File: src/rtl/stopwatch_pkg.sv
// Shared types and limits for the MM:SS stopwatch.
package stopwatch_pkg;

    typedef enum logic [1:0] {
        ST_RUN    = 2'd0,
        ST_PAUSED = 2'd1,
        ST_ADJUST = 2'd2
    } state_t;

    localparam int SEC_LIMIT         = 59;
    localparam int MIN_LIMIT_DEFAULT = 99;

endpackage

File: src/rtl/bcd2_counter.sv
// Two-digit BCD counter 00..LIMIT with synchronous clear; wrap flags the LIMIT -> 00 step.
module bcd2_counter #(
    parameter int LIMIT = 99
) (
    input  logic       clk,
    input  logic       clr,
    input  logic       inc,
    output logic [3:0] tens,
    output logic [3:0] ones,
    output logic       wrap
);

    localparam logic [3:0] LIM_TENS = 4'(LIMIT / 10);
    localparam logic [3:0] LIM_ONES = 4'(LIMIT % 10);

    logic [3:0] tens_q, tens_d;
    logic [3:0] ones_q, ones_d;
    logic       at_limit;

    assign at_limit = (tens_q == LIM_TENS) && (ones_q == LIM_ONES);
    assign wrap     = inc & at_limit;

    always_comb begin
        tens_d = tens_q;
        ones_d = ones_q;
        if (clr) begin
            tens_d = 4'd0;
            ones_d = 4'd0;
        end else if (inc) begin
            if (at_limit) begin
                tens_d = 4'd0;
                ones_d = 4'd0;
            end else if (ones_q == 4'd9) begin
                ones_d = 4'd0;
                tens_d = tens_q + 4'd1;
            end else begin
                ones_d = ones_q + 4'd1;
            end
        end
    end

    always_ff @(posedge clk) begin
        tens_q <= tens_d;
        ones_q <= ones_d;
    end

    assign tens = tens_q;
    assign ones = ones_q;

endmodule

File: src/rtl/stopwatch_counter.sv
// Stopwatch: counts MM:SS on the 1 Hz tick, pause toggle, and a 2 Hz field-adjust mode with blink.
module stopwatch_counter
    import stopwatch_pkg::*;
#(
    parameter int MIN_LIMIT = MIN_LIMIT_DEFAULT
) (
    input  logic       clk,
    input  logic       rst,
    input  logic       one_hz_tick,
    input  logic       two_hz_tick,
    input  logic       four_hz_tick,
    input  logic       pause_btn,
    input  logic       adj,
    input  logic       sel,
    output logic [3:0] min_tens,
    output logic [3:0] min_ones,
    output logic [3:0] sec_tens,
    output logic [3:0] sec_ones,
    output logic       blink_min,
    output logic       blink_sec,
    output logic       running
);

    state_t state_q, state_d;
    logic   paused_flag_q, paused_flag_d;
    logic   phase_q, phase_d;
    logic   blink_min_q, blink_min_d;
    logic   blink_sec_q, blink_sec_d;
    logic   running_q, running_d;

    logic in_run, in_adj, sec_inc, min_inc, sec_wrap;

    assign in_run = (state_q == ST_RUN);
    assign in_adj = (state_q == ST_ADJUST);

    // Carry into minutes only in RUN; adjust edits one field at a time.
    assign sec_inc = (in_run & one_hz_tick) | (in_adj & two_hz_tick & sel);
    assign min_inc = (in_run & one_hz_tick & sec_wrap) | (in_adj & two_hz_tick & ~sel);

    bcd2_counter #(.LIMIT(SEC_LIMIT)) u_sec (
        .clk  (clk),
        .clr  (rst),
        .inc  (sec_inc),
        .tens (sec_tens),
        .ones (sec_ones),
        .wrap (sec_wrap)
    );

    logic min_wrap_unused;

    bcd2_counter #(.LIMIT(MIN_LIMIT)) u_min (
        .clk  (clk),
        .clr  (rst),
        .inc  (min_inc),
        .tens (min_tens),
        .ones (min_ones),
        .wrap (min_wrap_unused)
    );

    always_comb begin
        state_d       = state_q;
        paused_flag_d = paused_flag_q;
        unique case (state_q)
            ST_RUN: begin
                if (adj) begin
                    state_d       = ST_ADJUST;
                    paused_flag_d = 1'b0;
                end else if (pause_btn) begin
                    state_d = ST_PAUSED;
                end
            end
            ST_PAUSED: begin
                if (adj) begin
                    state_d       = ST_ADJUST;
                    paused_flag_d = 1'b1;
                end else if (pause_btn) begin
                    state_d = ST_RUN;
                end
            end
            ST_ADJUST: begin
                if (pause_btn) paused_flag_d = ~paused_flag_q;
                if (!adj) state_d = paused_flag_q ? ST_PAUSED : ST_RUN;
            end
            default: state_d = ST_RUN;
        endcase

        // Phase only lives inside ADJUST, so it is zero on the entry cycle.
        phase_d     = in_adj ? (phase_q ^ four_hz_tick) : 1'b0;
        blink_min_d = (state_d == ST_ADJUST) & ~sel & phase_d;
        blink_sec_d = (state_d == ST_ADJUST) & sel & phase_d;
        running_d   = (state_d == ST_RUN);
    end

    always_ff @(posedge clk) begin
        if (rst) begin
            state_q       <= ST_RUN;
            paused_flag_q <= 1'b0;
            phase_q       <= 1'b0;
            blink_min_q   <= 1'b0;
            blink_sec_q   <= 1'b0;
            running_q     <= 1'b1;
        end else begin
            state_q       <= state_d;
            paused_flag_q <= paused_flag_d;
            phase_q       <= phase_d;
            blink_min_q   <= blink_min_d;
            blink_sec_q   <= blink_sec_d;
            running_q     <= running_d;
        end
    end

    assign blink_min = blink_min_q;
    assign blink_sec = blink_sec_q;
    assign running   = running_q;

endmodule

File: config.mk
export PLATFORM = sky130hd
export DESIGN_NAME = stopwatch_counter
export DESIGN_NICKNAME = d
export VERILOG_FILES = /design/src/rtl/stopwatch_pkg.sv /design/src/rtl/bcd2_counter.sv /design/src/rtl/stopwatch_counter.sv
export SDC_FILE = /design/constraint.sdc
export NUM_CORES = 1
export LEC_CHECK = 0
export CORE_UTILIZATION = 45
export CTS_BUF_LIST = sky130_fd_sc_hd__clkbuf_8 sky130_fd_sc_hd__clkbuf_16
export CTS_CLUSTER_DIAMETER = 120
export DETAILED_ROUTE_END_ITERATION = 8
export PLACE_DENSITY_LB_ADDON = 0.1
export SLEW_MARGIN = 20
export SYNTH_ARGS = -nofsm -noshare
export SYNTH_HDL_FRONTEND = slang
export SYNTH_SLANG_ARGS = --single-unit
File: constraint.sdc
create_clock -name clk -period 5.09 [get_ports clk]
set_clock_uncertainty 0.2 [all_clocks]
set_input_delay 1.2725 -clock clk [delete_from_list [all_inputs] [get_ports clk]]
set_output_delay 1.2725 -clock clk [all_outputs]
set_load 0.01 [all_outputs]
==> run_1/clk_routes.png <==
Bar = 20 um.
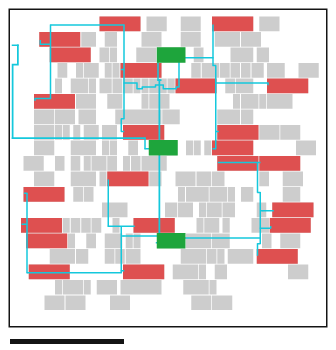
Key: cyan = clock wires [length 295 um]; red = flip-flops [count 23]; green = clock drivers [count 3]
Position of the flops: widely spread.

==> run_1/layer_met3.png <==
Bar = 20 um.
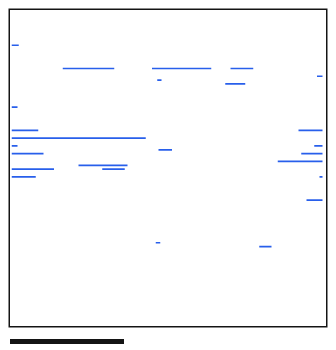
The wires run mostly horizontal. The layer carries 108 um of wire. 22 nets have wire on it.
GR Layer Usage met3: 3.28%
via count: 1139
routed wire length: 2570 um

==> run_1/wires.png <==
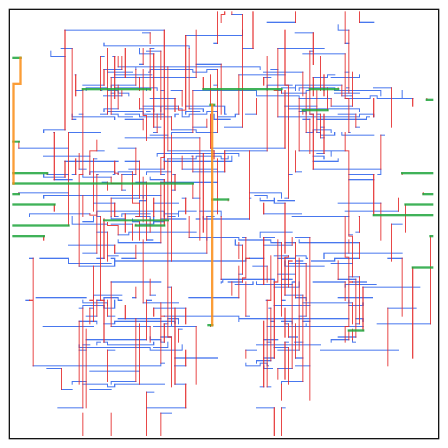
Key: blue = metal 1 [wire length 1220 um]; red = metal 2 [wire length 1190 um]; green = metal 3 [wire length 108 um]; orange = metal 4 [wire length 45.8 um]
total track usage: 17.5%
wire per inst: 12.5 um

==> run_1/flops_by_reg.png <==
Other sequential cells in the stronger grey, the rest of the logic in the fainter grey.
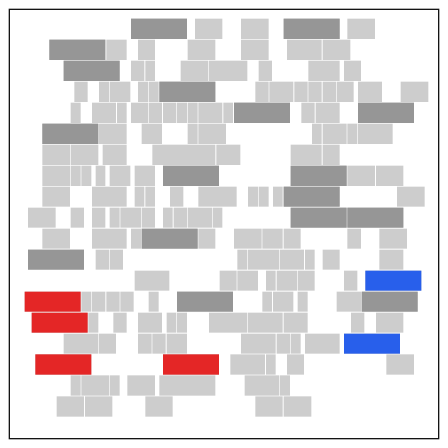
Key: blue = `state_q` [placed flops 2]; red = `u_sec.ones` [placed flops 4, where bottom left]

[run 1: critical path: stages]
cell and delay [ns]:
clkdlybuf4s50_1 0.50, a32oi_1 0.72, nor2_1 0.18, o211ai_1 0.15, nor3b_1 0.21
[run 1: final cells by class]
type | instances | area (um^2)
fill | 257 | 1120
clock inverter | 1 | 3.75
clock buffer | 3 | 41.3
tap | 31 | 38.8
inverter | 11 | 41.3
sequential | 23 | 460
multi-input combinational | 111 | 771
timing repair buffer | 26 | 260
[run 1: worst max-delay path by stage]
stage / from / to / slack [ns]
finish: sel / u_sec.tens[2] / 2.02
global route: sel / u_sec.tens[2] / 1.85
CTS: sel / u_sec.tens[2] / 2.03
detailed placement: sel / u_sec.tens[2] / 1.74
global placement: sel / u_sec.tens[2] / 1.85
floorplan: one_hz_tick / u_min.ones[3] / 2.49
==> metrics.csv, run 1 <==
metric,value,unit
power-top-group,registers,
met2_length,1190,um
core-area,2730,um^2
drtIter0Drc,26,
yosys.area_share.adder,10.7,%
portBuffers,26,
setup_slack,2.02,ns
layout_top_cells,"clkdlybuf4s50_1, dfxtp_1, nor2_1",
syn-num-nets,168,
cts_tree,yes,
switching_power,89.2,uW
combPwrFrac,14.7,%
numClockSinks,23,
core.rowCount,19,
globalRouteMet1Util,22.1,%
final-max-slew-violation-count,0,
pwr-share-seq,53.9,%
max_cap_viol_count,0,
warnings,33,
layout_top_cell,clkdlybuf4s50_1,
top_layer_used,met4,
endpoint_kind,flip-flop,
die_y,55.5,um
finalSetupViolations,0,
min_from,u_min.ones[0],
p_per_area,218,nW/um^2
seq-power,190,uW
syn_avg_cell_area,8.64,um^2
min_path_type,reg2reg,
postCtsHoldBufs,0,
rsz0062_at_grt,false,
synth-xor-area-share,1.36,%
antenna_cells,0,
clock_path_buffers,2,
intPower,263,uW
crit_fanout,11,
wl_met1,1220,um
syn_inst,149,
yosys-stat-area,1290,um^2
worst_ep_arrival_time,3.04,ns
startpoint_type,input pin,
drive_gt1_share,5.14,%
fin_nets,195,
finalSetupTns,0,ns
sw_frac_of_total,25.3,%
yosys.area.top_type_share,35.8,%
ir_drop,191,uV
grt_overflow,0,
p_comb,51.8,uW
drc,0,
cts_setup_buffers,0,
place_area,1570,um^2
p_leak,0.623,nW
edf_count,0,
worstMarginPinSlew,0.911,ns
reg2reg_to,u_sec.tens[2],
place.gp.congestion,0.774,
cts-resized-gates,0,
post-dp-hpwl,1900,um
status,"finished, final reports clean",
simple_gate_share,25.0,%
route.met3.wl,107,um
clk_pin_slew,0.08,ns
mux_area_share,4.96,%
synth_top_flop_cell,dfxtp_1,
fmax,326,MHz
==> run_1/placement.png <==
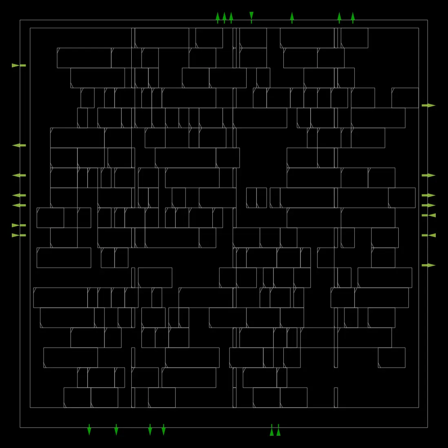

==> inputs of run 2 (changes only) <==
Clock period 5.09 ns to 2.5 ns, I/O delays scaled along.
==> run_2/placement.png <==
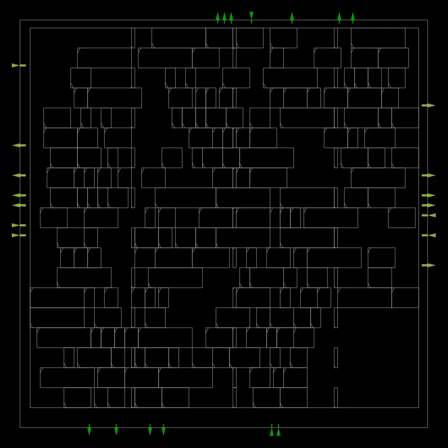
seq_cells: 23
core area: 2730 um^2

==> run 2 against run 1 <==
- sequential power up 100%
- clock power up 100%
- final area up 2.9%
- synthesized cell count unchanged
- utilization up 1.7 points
- via count up 0.97%
- first-iteration DRC count up 23%
- cell count up 2.9%
- die size unchanged
- register-to-register slack worse by 2.3 ns
- routed wire length about the same
- count of clock-buffer cells in the layout unchanged
- highest routed layer unchanged
==> metrics.csv, run 2 <==
metric,value,unit
worstMarginPinSlew,0.686,ns
p_comb,118,uW
met2_length,1230,um
htreeDepth,1,
postSynth.asyncResetShare,0,%
intPower,545,uW
grt-busiest-layer,met2,
cts-resized-gates,0,
die_area,3080,um^2
grt_overflow,0,
hold_viol,0,
initial_core_util,47.1,%
area.growth.synth_to_final,29.2,%
min_path_type,reg2reg,
worstSetupStartpoint,one_hz_tick,
finalSetupViolations,0,
simple_gate_share,25.0,%
total_power,727,uW
combPwrFrac,16.2,%
max_cap_viol_count,0,
crit_fanout,3,
grtUsageTotal,17.8,%
ys_ff,23,
worst_ep_arrival_time,2.21,ns
route.met3.wl,85,um
wl_per_cell,12.1,um
clock_path_buffers,2,
globalRouteMet1Util,20.6,%
top_logic_kind,simple AND/OR/NAND/NOR gates,
most_common_cell,dfxtp_1,
numClockSinks,23,
pin_count,27,
startpoint_type,input pin,
grt_use_met3,3.98,%
grt_pass1_wl,4440,um
fin_util,60.8,%
yosys.area.top_type_share,35.8,%
sw_frac_of_total,25.0,%
wl_met1,1230,um
synth_area,1290,um^2
drc,0,
ir_drop,412,uV
first_pass_iters,4,
warnings,33,
drt-total-wl,2570,um
ys_cells,149,
p_clk_share,30.7,%
relSlewSlack,53.6,%
fin_area,1660,um^2
critical_path_class,in2reg,
grt_max_degree,14,
mux_area_share,4.96,%
pg_clk,223,uW
clk_pin_slew,0.08,ns
numCtsBuffers,3,
synth_top_flop_cell,dfxtp_1,
num_vias,1150,
top_layer_used,met4,
finalClockPeriodUsage,88.9,%
rrSetupSlack,0.47,ns
yosys.area_share.adder,10.7,%
critical_path_required,2.49,ns
top_cells_by_area,"dfxtp_1, ha_1, nor2_1",
worstSkewPairLatency,0.26,ns
ys_seq_share,35.8,%
p_leak,0.650,nW
postCtsHoldBufs,0,
yosysWarnings,0,
drive_gt1_share,8.84,%
setup.worst_path.end,u_min.ones[3],
seq-power,386,uW
crit-reg2reg-launch,state_q[0],
syn-num-nets,168,
finalSetupTns,0,ns
rsz0062_at_grt,false,
layout_top_cell,clkdlybuf4s50_1,
p_per_area,437,nW/um^2
switching_power,182,uW
die_y,55.5,um
cts_setup_buffers,0,
status,"finished, final reports clean",
yosysTopAreaCell,dfxtp_1,
fmax,450,MHz
ff2ff_path_depth,6,
ys_sh_aoi,17.9,%
reg2reg_to,u_min.ones[3],
post-dp-hpwl,1990,um
hold_path_depth,2,
die_width,55.5,um
drtIter0Drc,32,
portBuffers,26,
place_area,1620,um^2
whs,0.312,ns
core.rowCount,19,
root_buffer,clkbuf_8,
place.gp.congestion,0.747,
antenna_found_initial,0,
cts_tree,yes,
edf_count,0,
pwr-share-seq,53.1,%
min_period,2.22,ns
yosys-stat-area,1290,um^2
synth-xor-area-share,1.36,%
met2_usage,32.4,%
fin_nets,201,
min_from,u_min.ones[0],
final-max-slew-violation-count,0,
syn_avg_cell_area,8.64,um^2
vias_per_cell,5.42,
syn_inst,149,
ant_nets,0,
synth_cell_types,39,
antenna_cells,0,
power-top-group,registers,
top_cells_by_count,"dfxtp_1, nor2_1, ha_1, inv_1, a21oi_1",
endpoint_kind,flip-flop,
layout_top_cells,"clkdlybuf4s50_1, dfxtp_1, nor2_1",
run 2: cell count changes in the layout (fill, tap and decap cells not counted):
cell	change
buf_4	+6
inv_1	-1
clkinv_2	+1
run 2: critical path, cell delays in order:
cell and delay [ns]:
clkdlybuf4s50_1 0.51, nand2_2 0.08, o32a_4 0.38, or4_1 0.46, a31oi_1 0.16
run 2: through the flow:
stage / setup slack (ns) / std cells
after global routing: 0.243 / 212
after global placement: 0.0391 / 208
after floorplan: 0.486 / 149
after detailed placement: 0.0232 / 208
final: 0.277 / 212
after CTS: 0.302 / 212
run 2: layout make-up:
type | count | area (um^2)
inverters | 11 | 41.3
clock buffers | 3 | 41.3
flip-flops and latches | 23 | 460
clock inverters | 1 | 5.00
well taps | 31 | 38.8
repair buffers | 32 | 305
fillers | 239 | 1070
multi-input cells | 111 | 771
==> run_2/clk_routes.png <==
Bar = 20 um.
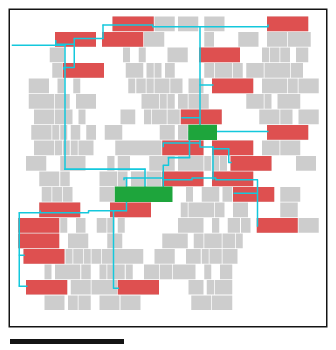

==> inputs of run 3 (changes only) <==
Settings changed: CORE_MARGIN set to 5.
==> run_3/clk_routes.png <==
Bar = 20 um.
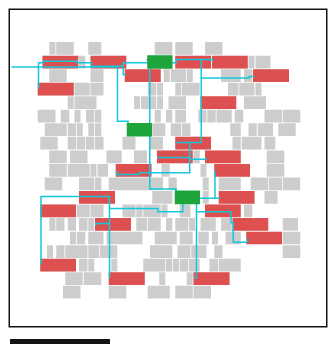
Late-Pin Clk Latency: 0.26 ns
clock network power: 225 uW
clock power share: 30.9%

==> run 3 against run 2 <==
- combinational power about the same
- final area barely moved
- first-iteration DRC count is 13% higher
==> metrics.csv, run 3 <==
metric,value,unit
critical_path_required,2.50,ns
antenna_cells,0,
combPwrFrac,16.0,%
yosys.area_share.adder,10.7,%
place.gp.congestion,0.791,
numCtsBuffers,3,
yosys.area.top_type_share,35.8,%
ys_seq_share,35.8,%
power-top-group,registers,
hold_path_depth,2,
comb_area,771,um^2
cts-resized-gates,0,
top_layer_used,met4,
grt_pass1_wl,5000,um
syn-num-nets,168,
vias_per_cell,5.44,
wl_met1,1290,um
die_y,63.5,um
ys_ff,23,
layout_top_cell,clkdlybuf4s50_1,
p_comb,116,uW
core-area,2760,um^2
pwr-share-seq,53.1,%
postCtsHoldBufs,0,
synth-xor-area-share,1.36,%
die_area,4030,um^2
yosys-stat-area,1290,um^2
setup_slack,0.284,ns
drtIter0Drc,36,
met2_length,1320,um
grt_overflow,0,
sw_frac_of_total,25.3,%
initial_core_util,46.7,%
finalSetupViolations,0,
worstMarginPinSlew,0.775,ns
syn_avg_cell_area,8.64,um^2
top_cells_by_area,"dfxtp_1, ha_1, nor2_1",
layout_top_cells,"clkdlybuf4s50_1, dfxtp_1, nor2_1",
warnings,33,
place_ws,0.0102,ns
ys_sh_aoi,17.9,%
p_per_area,438,nW/um^2
cts_tree,yes,
drive_gt1_share,8.29,%
whs,0.294,ns
simple_gate_share,25.0,%
finalClockPeriodUsage,88.6,%
mux_area_share,4.96,%
ir_drop,401,uV
max_cap_viol_count,0,
grt_use_met3,3.02,%
cp.depth,5,
hold_viol,0,
endpoint_kind,flip-flop,
grtUsageTotal,14.7,%
globalRouteMet1Util,18.8,%
fmax,451,MHz
clk_pin_slew,0.08,ns
clock_path_buffers,2,
crit_slowest_cell,clkdlybuf4s50_1,
wl_per_cell,13.1,um
seq-power,386,uW
ys_cells,149,
route.met3.wl,118,um
final-max-slew-violation-count,0,
ff2ff_path_depth,5,
seqCellArea,460,um^2
fin_nets,201,
top_cells_by_count,"dfxtp_1, nor2_1, ha_1, inv_1, a21oi_1",
syn_inst,149,
met2_usage,24.1,%
root_buffer,clkbuf_8,
htreeDepth,1,
min_from,u_min.ones[0],
status,"finished, final reports clean",
postSynth.asyncResetShare,0,%
-- run 3: worst paths after layout --
check / to / slack [ns]
hold reg to reg: u_min.ones[1] / 0.29
setup / recovery: u_min.ones[3] / 0.28
hold / removal: u_min.ones[1] / 0.29
setup reg to reg: u_min.ones[3] / 0.41
-- run 3: area by class of cell --
cell class | count | share of cell area [%]
inverter | 11 | 2.48
multi-input combinational | 111 | 46.4
clock inverter | 1 | 0.226
timing repair buffer | 32 | 18.4
tap | 31 | 2.33
clock buffer | 3 | 2.48
sequential | 23 | 27.7
-- run 3: through the flow --
stage               utilization [%]  cells  instance area (um^2)
finish                         60.3    212                  1660
global route                   60.3    212                  1660
CTS                            60.3    212                  1660
detailed placement             58.6    208                  1620
global placement               58.6    208                  1620
floorplan                         -    149                  1290
No activity file was given, so power comes from the tool's default toggle rates.
